Run 1, clock routing:
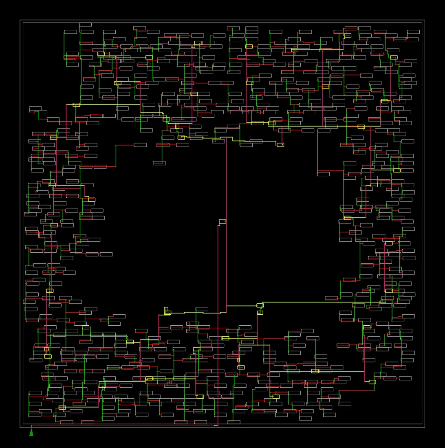
Run 1, placed cells, one colour a class:
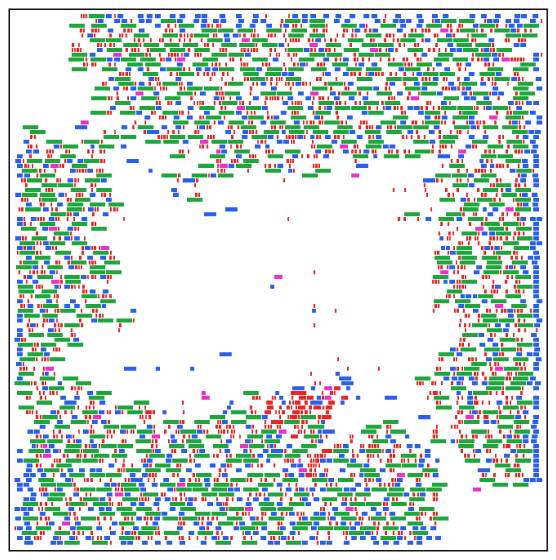
Run 1, sequential cells grouped by signal name:
Bar = 100 um.
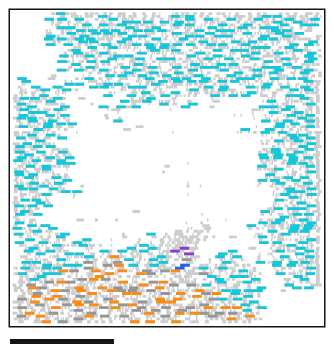
[src/rtl/icache_refill.sv]
// Instruction-cache line refill: one line-aligned read request, BEATS data beats, one-cycle line write.
// Optional RECV watchdog is compiled in when ICACHE_REFILL_TIMEOUT_EN is defined.
module icache_refill #(
   parameter int BLOCK_WIDTH    = 512,
   parameter int ADDR_WIDTH     = 64,
   parameter int BUS_WIDTH      = 64,
   parameter int TIMEOUT_CYCLES = 255
) (
   input  logic                   clk,
   input  logic                   arstn,
   input  logic                   i_miss,
   input  logic [ADDR_WIDTH-1:0]  i_miss_addr,
   output logic                   o_busy,
   output logic                   o_mem_req_valid,
   input  logic                   i_mem_req_ready,
   output logic [ADDR_WIDTH-1:0]  o_mem_addr,
   input  logic                   i_mem_rvalid,
   input  logic [BUS_WIDTH-1:0]   i_mem_rdata,
   input  logic                   i_mem_rerr,
   output logic                   o_cache_we,
   output logic [ADDR_WIDTH-1:0]  o_cache_addr,
   output logic [BLOCK_WIDTH-1:0] o_cache_line,
   output logic                   o_refill_done,
   output logic                   o_refill_err,
   output logic [1:0]             o_dbg_state
);

   localparam int BEATS = BLOCK_WIDTH / BUS_WIDTH;
   localparam int CNT_W = (BEATS > 1) ? $clog2(BEATS) : 1;

   // Request handshake: o_mem_req_valid and o_mem_addr stay constant until the
   // cycle i_mem_req_ready is high; the request is transferred on that edge.
   typedef enum logic [1:0] {S_IDLE, S_REQ, S_RECV, S_WRITE} state_t;

   state_t                 r_state;
   state_t                 w_next;
   logic [ADDR_WIDTH-1:0]  r_addr;
   logic [ADDR_WIDTH-1:0]  r_line_addr;
   logic [BLOCK_WIDTH-1:0] r_line;
   logic [CNT_W-1:0]       r_cnt;
   logic                   r_err;
   logic                   r_err_pulse;
   logic [ADDR_WIDTH-1:0]  w_miss_line;
   logic                   w_accept;
   logic                   w_beat;
   logic                   w_last;
   logic                   w_abort;
   logic                   w_timeout;

   assign w_miss_line = i_miss_addr & ~ADDR_WIDTH'(BLOCK_WIDTH / 8 - 1);
   assign w_accept    = (r_state == S_IDLE) && i_miss;
   assign w_beat      = (r_state == S_RECV) && i_mem_rvalid;
   assign w_last      = (r_cnt == CNT_W'(BEATS - 1));
   assign w_abort     = (w_beat && w_last && (r_err || i_mem_rerr)) || w_timeout;

`ifdef ICACHE_REFILL_TIMEOUT_EN
   localparam int WD_W = $clog2(TIMEOUT_CYCLES + 1);
   logic [WD_W-1:0] r_wdog;

   assign w_timeout = (r_state == S_RECV) && !i_mem_rvalid &&
                      (r_wdog == WD_W'(TIMEOUT_CYCLES - 1));

   // Counts consecutive beat-less RECV cycles; held at zero outside RECV.
   always_ff @(posedge clk or negedge arstn) begin
      if (!arstn)
         r_wdog <= '0;
      else if ((r_state != S_RECV) || i_mem_rvalid || w_timeout)
         r_wdog <= '0;
      else
         r_wdog <= r_wdog + 1'b1;
   end
`else
   assign w_timeout = 1'b0;
`endif

   always_ff @(posedge clk or negedge arstn) begin
      if (!arstn)
         r_state <= S_IDLE;
      else
         r_state <= w_next;
   end

   always_comb begin
      w_next = r_state;
      case (r_state)
         S_IDLE:  if (i_miss) w_next = S_REQ;
         S_REQ:   if (i_mem_req_ready) w_next = S_RECV;
         S_RECV: begin
            if (w_abort)
               w_next = S_IDLE;
            else if (w_beat && w_last)
               w_next = S_WRITE;
         end
         S_WRITE: w_next = S_IDLE;
         default: w_next = S_IDLE;
      endcase
   end

   always_ff @(posedge clk or negedge arstn) begin
      if (!arstn) begin
         r_addr      <= '0;
         r_line_addr <= '0;
         r_line      <= '0;
         r_cnt       <= '0;
         r_err       <= 1'b0;
         r_err_pulse <= 1'b0;
      end else begin
         r_err_pulse <= w_abort;
         if (w_accept) begin
            r_addr <= w_miss_line;
            r_cnt  <= '0;
            r_err  <= 1'b0;
         end else if (w_timeout) begin
            r_cnt <= '0;
            r_err <= 1'b0;
         end else if (w_beat) begin
            r_line[r_cnt*BUS_WIDTH +: BUS_WIDTH] <= i_mem_rdata;
            // The cache-side address follows the new line only once its data starts arriving.
            if (r_cnt == '0)
               r_line_addr <= r_addr;
            if (w_last) begin
               r_cnt <= '0;
               r_err <= 1'b0;
            end else begin
               r_cnt <= r_cnt + 1'b1;
               r_err <= r_err | i_mem_rerr;
            end
         end
      end
   end

   assign o_busy          = (r_state != S_IDLE);
   assign o_mem_req_valid = (r_state == S_REQ);
   assign o_mem_addr      = r_addr;
   assign o_cache_we      = (r_state == S_WRITE);
   assign o_refill_done   = (r_state == S_WRITE);
   assign o_cache_addr    = r_line_addr;
   assign o_cache_line    = r_line;
   assign o_refill_err    = r_err_pulse;
   assign o_dbg_state     = r_state;

endmodule
[config.mk]
export PLATFORM = sky130hd
export DESIGN_NAME = icache_refill
export DESIGN_NICKNAME = d
export VERILOG_FILES = /design/src/rtl/icache_refill.sv
export SDC_FILE = /design/constraint.sdc
export NUM_CORES = 1
export LEC_CHECK = 0
export ABC_AREA = 1
export CAP_MARGIN = 20
export CORE_AREA = 2 2 300 302
export CTS_BUF_LIST = sky130_fd_sc_hd__clkbuf_8
export CTS_CLUSTER_DIAMETER = 200
export CTS_CLUSTER_SIZE = 16
export DETAILED_ROUTE_END_ITERATION = 16
export DIE_AREA = 0 0 302 304
export SLEW_MARGIN = 15
export SYNTH_ARGS = -nofsm -noshare
export SYNTH_HDL_FRONTEND = slang
export SYNTH_SLANG_ARGS = --single-unit
export TNS_END_PERCENT = 5
[constraint.sdc]
create_clock -name clk -period 2.9 [get_ports clk]
set_input_delay 0.29 -clock clk [delete_from_list [all_inputs] [get_ports clk]]
set_output_delay 0.29 -clock clk [all_outputs]
set_load 0.01 [all_outputs]
==> Changelog: implementation, run 1 <==
### Changed

- Core area: 89000 um2
- Number of flops mapped to enable cells by yosys: 0
- Worst reg2reg path startpoint: r_cnt[1]$_DFFE_PN0P_
- Vias per inst: 4.65
- Status: completed
- Chip footprint: 91800 um2
- DR pass1 iterations: 5
- Worst hold endpoint: o_mem_addr[31]$_DFFE_PN0P_
- Largest Pwr Group: combinational cells
- Critical path endpoint: o_cache_line[357]$_DFFE_PN0P_
- Setup Buffers After CTS: 0
- Met2 routed WL: 44900 um
- Cts bufs inserted: 45
- Most common flop cell mapped by yosys: dfrtp_1
- Area grow syn2layout: 38.7%
- Via count: 21496
- DR WL/cell: 22.2 um
- Yosys reg bits: 635
- CP cell instances: inv_1 > ha_4 > ha_1 > nor2_1 > nand2_4 > buf_12 > nand2_1 > o21ai_1
- Total gr overflow: 0
- Antenna Cells: 9
- Leakage: 0.0153 uW
- GR Util All Layers: 0.218
- Synthesized cell area: 25200 um2
- CTS tree: built
- DP Cell Count: 4558
- Net Sw Power: 12300 uW
- Final setup viols: 0
- Distinct cells, synth: 27
- Root buffer cell: clkbuf_8
- Adder share: 0.00348
- Mux cell area share after synthesis: 0
- Sequential share of power: 0.405
- Final ANT Viol Nets: 0
- Vias in the first global route: 20451
- Area leader, netlist: dfrtp_1
- Nets@finish: 3571
- Worst-Margin Slew: 1.03 ns
- Largest logic family: simple AND/OR/NAND/NOR gates
- Min-Delay Path Depth: 3
- Non-clock inverter count: 172
- PD cells: 861 nW/um2
- Combinational Power Share: 0.448
- Max Clock Freq: 0.383 GHz
- Crit path launch type: flip-flop
- Period minus WS final: 2.61 ns
- VDD IR max: 842 uV
- Gate Area: 7710 um2
- GRT busiest layer: met2
- First-pass GRT wire length: 147000 um
- Reg2Reg Depth: 8
- DRC viols: 0
- Fillers: 8967
## Picture notes: 'clock routing'
Seq cells: 635
Clk power: 4420 uW
Insertion Delay late pin: 0.71 ns
clock skew: 0.0227 ns

## Picture notes: 'placed cells, one colour a class'
Key: magenta = clock drivers and dummy loads [cells 50]; green = flops [cells 635]; blue = other buffers and delay cells [cells 839]; red = combinational and other logic [cells 1909]
Finished Core Util: 0.392
Seq area share: 0.456

## Picture notes: 'sequential cells grouped by signal name'
Key: purple = r_cnt [placed flops 3]; orange = o_cache_addr [placed flops 58]; cyan = o_cache_line [placed flops 512, where widely spread]; blue = o_dbg_state [placed flops 2]
Another 60 sequential cells are not coloured.
sequential power: 12200 uW
Storage cell area: 15900 um2

Run 1, cells by drive strength:
Bar = 100 um.
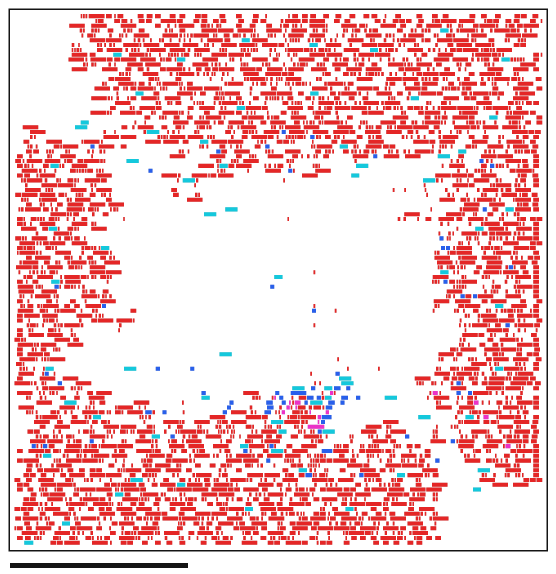

## Run 2: what changed since run 1
--- a/config.mk
+++ b/config.mk
@@ -5,14 +5,13 @@
 export SDC_FILE = /design/constraint.sdc
 export NUM_CORES = 1
 export LEC_CHECK = 0
-export ABC_AREA = 1
 export CAP_MARGIN = 20
-export CORE_AREA = 2 2 300 302
+export CORE_AREA = 2 2 306 308
 export CTS_BUF_LIST = sky130_fd_sc_hd__clkbuf_8
 export CTS_CLUSTER_DIAMETER = 200
 export CTS_CLUSTER_SIZE = 16
 export DETAILED_ROUTE_END_ITERATION = 16
-export DIE_AREA = 0 0 302 304
+export DIE_AREA = 0 0 308 310
 export SLEW_MARGIN = 15
 export SYNTH_ARGS = -nofsm -noshare
 export SYNTH_HDL_FRONTEND = slang
Run 2, cells by drive strength:
Bar = 100 um.
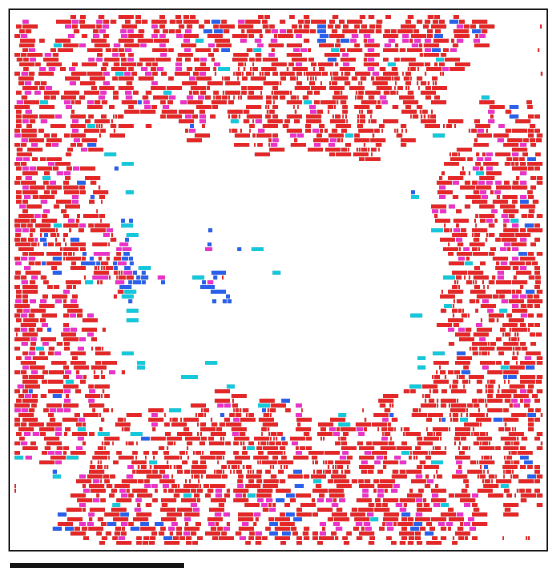
Key: blue = _3 and _4 cells [cells 115, share 4.2%]; cyan = _6 and larger [cells 76, share 2.8%]; magenta = _2 cells [cells 395, share 15%]; red = _0 and _1 cells [cells 2133, share 78%]

==> Changelog: implementation, run 2 <==
### Changed

- Status: completed
- VDD IR max: 634 uV (-25%)
- Period minus WS final: 2.70 ns (+0.0873 ns)
- DRC viols: 0 (unchanged)
- GRT busiest layer: met2
- Max Clock Freq: 0.370 GHz (-3.2%)
- Critical Path Fanout Max: 64
- Yosys stat cell total: 1947
- Clock skew: 0.0318 ns (+0.00914 ns)
- Nets@finish: 2857 (-20%)
- Clk sinks: 635
- Worst-Margin Slew: 0.857 ns (-0.177 ns)
- Instance count on the critical path: 7
- DR WL/cell: 23.5 um (+5.6%)
- Core area: 92500 um2 (+3.9%)
- H-tree levels: 2
- Mux cell area share after synthesis: 0.269 (+0.269)
- Seq area share: 0.436 (-0.0198)
- Vias in the first global route: 19358 (-5.3%)
- Area leader, netlist: dfrtp_1
- Comb gates: 1011
- First-pass GRT wire length: 132000 um (-10%)
- Fin area: 36500 um2
- Via count: 17966 (-16%)
- Number of flip-flops under the largest register name: 512
- Gate Area: 9170 um2 (+19%)
- Logic share of the area: 0.251
- Clk power: 4400 uW (about the same)
- Chip footprint: 95500 um2 (+4.0%)
- Final setup viols: 0 (unchanged)
- Root buffer cell: clkbuf_8
- Max layer used: met4
- DP Cell Count: 3860 (-15%)
- GR Util All Layers: 0.187 (-0.0317)
- Max-capacitance violation count: 0
- Reg2Reg Depth: 7 (-1)
- Sequential share of power: 0.464 (+0.059)
- Setup Buffers After CTS: 3 (+3)
- Pint: 16600 uW
- Yosys reg bits: 635 (unchanged)
- Largest Pwr Group: sequential cells
- Worst reg2reg path startpoint: r_cnt[1]$_DFFE_PN0P_
- Synthesized cell area: 26300 um2 (+4.5%)
- Most frequent cells in the layout: clkdlybuf4s50_1, dfrtp_1, mux2_2, nand2_1, inv_1
- Most common flop cell mapped by yosys: dfrtp_1
- Insertion Delay late pin: 0.69 ns (-0.02 ns)
- Port buffer count: 762
- Grt met2 use: 0.326
- Met2 routed WL: 46300 um (+3.2%)
- CTS tree: built
- Cts bufs inserted: 45 (unchanged)
- Area grow syn2layout: 38.7% (about the same)
- DR pass1 iterations: 6 (+1)
- Antenna Cells: 6 (-3)
- Number of flops mapped to enable cells by yosys: 0 (unchanged)
- # hold bufs at CTS: 1
- Buffers excl. clock: 833
- HP Class: in -> async
- Seq cells: 635 (unchanged)
- Gate Count Post-Synth: 1947
- Storage cell area: 15900 um2 (about the same)
- Distinct cells, synth: 34 (+26%)
- Met1 WL: 36100 um
- Critical path endpoint: o_cache_line[18]$_DFFE_PN0P_
- Adder share: 0.00333 (-0.000151)
- Final ANT Viol Nets: 0 (unchanged)
- PD cells: 669 nW/um2 (-22%)
- Combinational Power Share: 0.355 (-0.093)
- Detailed Place HPWL: 66000 um
- Largest logic family: multiplexers
- Net Sw Power: 7850 uW (-36%)
- CP cell instances: inv_1 > ha_2 > ha_2 > buf_4 > or4b_4 > buf_12 > mux2_4
- Fillers: 8738 (-2.6%)
- Sequential power: 11300 uW (-7%)
- Total gr overflow: 0 (unchanged)
- Data required, critical path: 3.47 ns
- Leakage: 0.0165 uW (+7.9%)
- Chip width: 308 um
- Vias per inst: 4.58 (-1.6%)
- Xor+xnor area frac: 0
- Non-filler cells, final: 3922
- Non-clock inverter count: 190 (+10%)
- Crit path launch type: flip-flop
- Finished Core Util: 0.394 (+0.00262)
Run 2, placed cells, one colour a class:
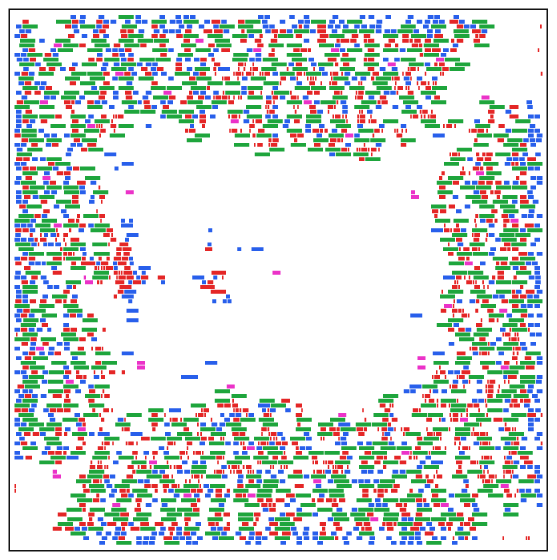
Key: red = combinational and other logic [cells 1201]; green = flops [cells 635]; magenta = clock drivers and dummy loads [cells 50]; blue = other buffers and delay cells [cells 833]

No activity file was given, so power comes from the tool's default toggle rates.
